==> src/rtl/mips_imem_loader.sv <==
// Boot-time instruction loader: packs a byte stream big-endian into 32-bit
// words, writes them to instruction memory from address 0 upward, and holds
// the core in reset until the requested number of words has been written.
module mips_imem_loader #(
  parameter int unsigned ADDR_W      = 8,
  parameter int unsigned DEPTH_WORDS = 256
) (
  input  logic              clock,
  input  logic              PCreset,
  input  logic              start,
  input  logic [ADDR_W:0]   len_words,
  input  logic [7:0]        in_byte,
  input  logic              in_valid,
  output logic              in_ready,
  output logic              im_we,
  output logic [ADDR_W-1:0] im_waddr,
  output logic [31:0]       im_wdata,
  output logic              cpu_hold,
  output logic              busy,
  output logic              done,
  output logic              err
);

  localparam int unsigned LEN_W = ADDR_W + 1;

  typedef enum logic [1:0] {
    IDLE  = 2'd0,
    RECV  = 2'd1,
    WRITE = 2'd2,
    DONE  = 2'd3
  } state_t;

  state_t            state_q, state_d;
  logic [ADDR_W-1:0] ptr_q, ptr_d;
  logic [ADDR_W-1:0] last_q, last_d;
  logic [1:0]        cnt_q, cnt_d;
  logic [31:0]       wdata_d;
  logic              we_d, busy_d, done_d, err_d, hold_d;
  logic              len_ok_c, accept_c;

  // Legal lengths are 1..DEPTH_WORDS; a byte moves only on a completed handshake.
  assign len_ok_c = (len_words != '0) && (len_words <= LEN_W'(DEPTH_WORDS));
  assign in_ready = (state_q == RECV);
  assign accept_c = in_valid && in_ready;
  assign im_waddr = ptr_q;

  // Next-state and next-output decode.
  always_comb begin
    state_d = state_q;
    ptr_d   = ptr_q;
    last_d  = last_q;
    cnt_d   = cnt_q;
    wdata_d = im_wdata;
    we_d    = 1'b0;
    busy_d  = busy;
    done_d  = done;
    err_d   = 1'b0;
    hold_d  = cpu_hold;
    unique case (state_q)
      IDLE, DONE: begin
        if (start) begin
          if (len_ok_c) begin
            state_d = RECV;
            last_d  = ADDR_W'(len_words - LEN_W'(1));
            ptr_d   = '0;
            cnt_d   = '0;
            busy_d  = 1'b1;
            done_d  = 1'b0;
            hold_d  = 1'b1;
          end else begin
            err_d = 1'b1;
          end
        end
      end
      RECV: begin
        if (accept_c) begin
          wdata_d = {im_wdata[23:0], in_byte};
          cnt_d   = cnt_q + 2'd1;
          if (cnt_q == 2'd3) begin
            state_d = WRITE;
            we_d    = 1'b1;
          end
        end
      end
      WRITE: begin
        if (ptr_q == last_q) begin
          state_d = DONE;
          busy_d  = 1'b0;
          done_d  = 1'b1;
          hold_d  = 1'b0;
        end else begin
          ptr_d   = ptr_q + ADDR_W'(1);
          state_d = RECV;
        end
      end
      default: state_d = IDLE;
    endcase
  end

  // State and output registers with synchronous active-low reset.
  always_ff @(posedge clock) begin
    if (!PCreset) begin
      state_q  <= IDLE;
      ptr_q    <= '0;
      last_q   <= '0;
      cnt_q    <= '0;
      im_wdata <= '0;
      im_we    <= 1'b0;
      busy     <= 1'b0;
      done     <= 1'b0;
      err      <= 1'b0;
      cpu_hold <= 1'b1;
    end else begin
      state_q  <= state_d;
      ptr_q    <= ptr_d;
      last_q   <= last_d;
      cnt_q    <= cnt_d;
      im_wdata <= wdata_d;
      im_we    <= we_d;
      busy     <= busy_d;
      done     <= done_d;
      err      <= err_d;
      cpu_hold <= hold_d;
    end
  end

endmodule
==> config.mk <==
export PLATFORM = sky130hd
export DESIGN_NAME = mips_imem_loader
export DESIGN_NICKNAME = d
export VERILOG_FILES = /design/src/rtl/mips_imem_loader.sv
export SDC_FILE = /design/constraint.sdc
export NUM_CORES = 1
export LEC_CHECK = 0
export ABC_AREA = 1
export CORE_AREA = 2 2 85 87
export DETAILED_ROUTE_END_ITERATION = 7
export DIE_AREA = 0 0 87 89
export PLACE_DENSITY = 0.64
export SLEW_MARGIN = 20
export SYNTH_ARGS = -nofsm -noshare
export SYNTH_HDL_FRONTEND = slang
export SYNTH_SLANG_ARGS = --single-unit
export TNS_END_PERCENT = 50
==> constraint.sdc <==
create_clock -name clock -period 3.45 [get_ports clock]
set_input_delay 1.035 -clock clock [delete_from_list [all_inputs] [get_ports clock]]
set_output_delay 1.035 -clock clock [all_outputs]
set_load 0.05 [all_outputs]
==> results.sh <==
# yosys + openroad results
export IMPL_ctsResizeCount=0
export IMPL_synth_edff_count=0
export IMPL_r2r_slack_ns=1.58
export IMPL_fp_util=0.396
export IMPL_start_kind="register"
export IMPL_place_congestion=0.874
export IMPL_path_delay_family="buffers and inverters"
export IMPL_root_buffer="clkbuf_8"
export IMPL_fa_ha_area_frac=0.0329
export IMPL_fin_crit_ns=2.88
export IMPL_ant_nets=0
export IMPL_critPathBufInv=2
export IMPL_core_area_um2=6720
export IMPL_cp_data_required_time_ns=2.41
export IMPL_setup_worst_path_start="state_q[1]"
export IMPL_grt_ovfl_total=0
export IMPL_dp_worst_setup_slack_ns=0.672
export IMPL_warnings=29
export IMPL_common_cells="82 x nor2_1, 62 x nand2_1, 57 x dfxtp_1"
export IMPL_cts_clk_slew_worst_paths_ns=0.06
export IMPL_status="completed"
export IMPL_use_met3=0.0739
export IMPL_hold_start="cpu_hold"
export IMPL_ys_warn_count=0
export IMPL_cts_tree="built"
export IMPL_drtIter0Drc=105
export IMPL_area_delta_synth_final_pct=33.7
export IMPL_avgSynthCellArea_um2=7.16
export IMPL_criticalPathCategory="reg -> out"
export IMPL_cp_end_kind="primary output"
export IMPL_aoi_share=0.132
export IMPL_cts_buffer_depth=2
export IMPL_diodes=0
export IMPL_drive_gt1_frac=0.0792
export IMPL_gr_usage_met2=0.283
export IMPL_critical_path_max_stage_delay_ns=0.84
export IMPL_worstMarginPinSlew_ns=0.539
export IMPL_crit_end="in_ready"
export IMPL_flop_cell="dfxtp_1"
export IMPL_max_freq_ghz=0.348
export IMPL_post_cts_setup_buffers=0
## cell type report
type	instances	area, µm²
sequential	57	1140
tap	80	100
multi-input combinational	264	1310
clock inverter	3	40.0
timing repair buffer	69	683
clock buffer	13	149
inverter	36	135
fill	645	3160
## metal layers
layer,part of all wire,vias up
met1,0.46,1117
met5,0,-
li1,-,1322
met4,0.014,0
met3,0.078,7
met2,0.44,71
## tightest hold or removal path, cell delays in order (launching register included)
cell and delay, ns:
dfxtp_1 0.33, nand2_1 0.05, nand3_1 0.05
## layout by cell type, fill, tap and decap left out
cell type        synthesis  routed
a21oi_1                 22      22
a21oi_2                  2       2
buf_4                    0       3
bufinv_16                0       1
clkbuf_1                12       3
clkbuf_8                 0      10
clkdlybuf4s50_1          0      66
clkinv_1                 1       1
clkinv_2                 0       2
dfxtp_1                 57      57
ha_1                     7       7
inv_1                   29      29
inv_2                    6       6
nand2_1                 62      62
nand2_2                  1       1
nand2_4                  2       2
nand3_1                 11      11
nand3_2                  3       3
nand3_4                  2       2
nand4_1                 12      12
nor2_1                  82      82
nor2_2                   2       2
nor3_1                   2       2
nor3b_1                  1       1
o21ai_0                 34      34
o21ai_1                  9       9
o21ai_2                  1       1
xnor2_1                  3       3
xor2_1                   6       6
## metrics by stage
step,util,hold slack (ns),std cells,cell area (µm²)
4_1_cts,0.530,0.471,522,3560
6_report,0.530,0.466,522,3560
3_5_place_dp,0.502,0.449,506,3370
2_1_floorplan,-,0.445,372,2660
3_3_place_gp,0.502,0.441,506,3370
5_1_grt,0.530,0.496,522,3560
## power by group
| part | switching [µW] | internal, µW |
|---|---|---|
| clock network | 245 | 352 |
| registers | 82.9 | 783 |
| logic | 745 | 349 |
Figure 1. Ports around the boundary.
Pins as bars across the die edge, other pins in gray.
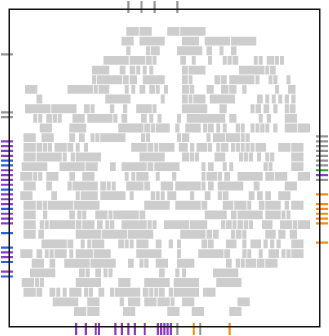
`len_words` -> orange  # pins 9, direction input, edge 7 right, 2 bottom
`PCreset` -> green  # pins 1, direction input, edge right
`in_byte` -> blue  # pins 8, direction input, edge left
`im_wdata` -> purple  # pins 32, direction output, edge 17 left, 14 bottom, 1 right
all pins by edge = 28 left, 18 bottom, 17 right, 4 top
Die H: 89 µm
Die Wd: 87 µm
PortBufs: 66

Figure 2. Register map, names as in the netlist.
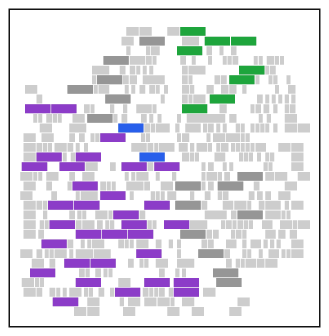
`im_wdata` -> purple  # flops 32
`state_q` -> blue  # flops 2
`im_waddr` -> green  # flops 8
Seq group: 865 µW
Final Core Density: 0.530

Figure 3. Wiring by layer.
Scale bar: 20 µm.
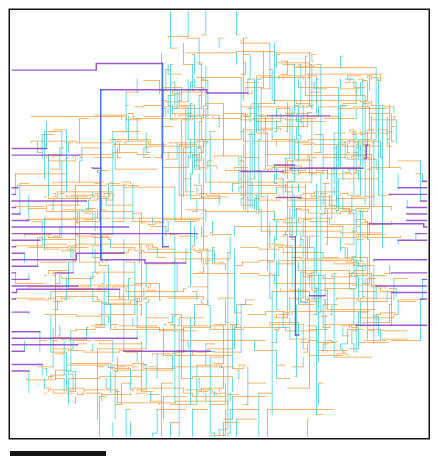
metal 3 -> purple  # wire length 510 µm
metal 4 -> blue  # wire length 93.8 µm
metal 2 -> cyan  # wire length 2900 µm
metal 1 -> orange  # wire length 3040 µm
total number of vias: 2517
DRT Wirelength: 6550 µm

Figure 4. The clock network.
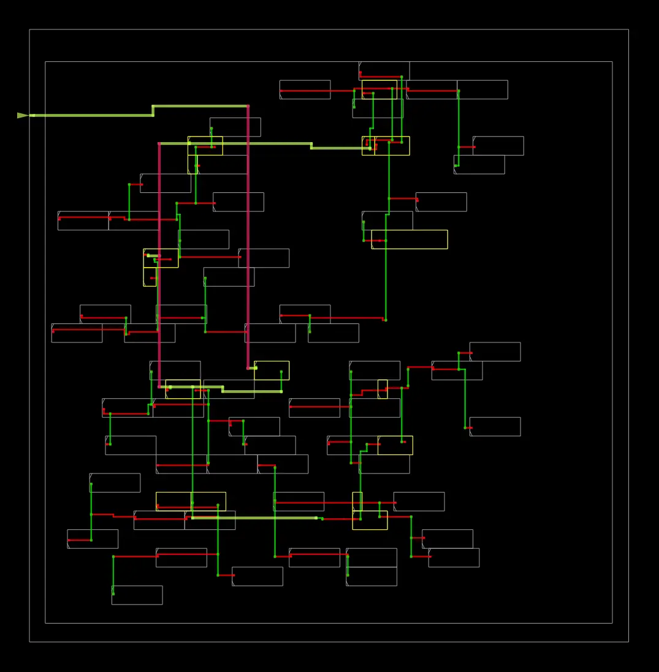
Clock Sinks: 57
Final Skew: 0.00447 ns
Clock net power: 597 µW

Figure 5. Routed clock nets over the placement.
Scale bar: 20 µm.
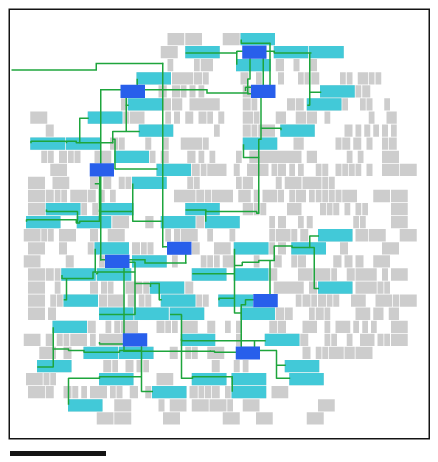
clock drivers -> blue  # count 9
flip-flops -> cyan  # count 57
clock wires -> green  # length 748 µm
routed clock nets = 10
Clock Power Share: 0.233
Worst-Skew Late Latency: 0.32 ns

Power is estimated from default activity; no workload was simulated.
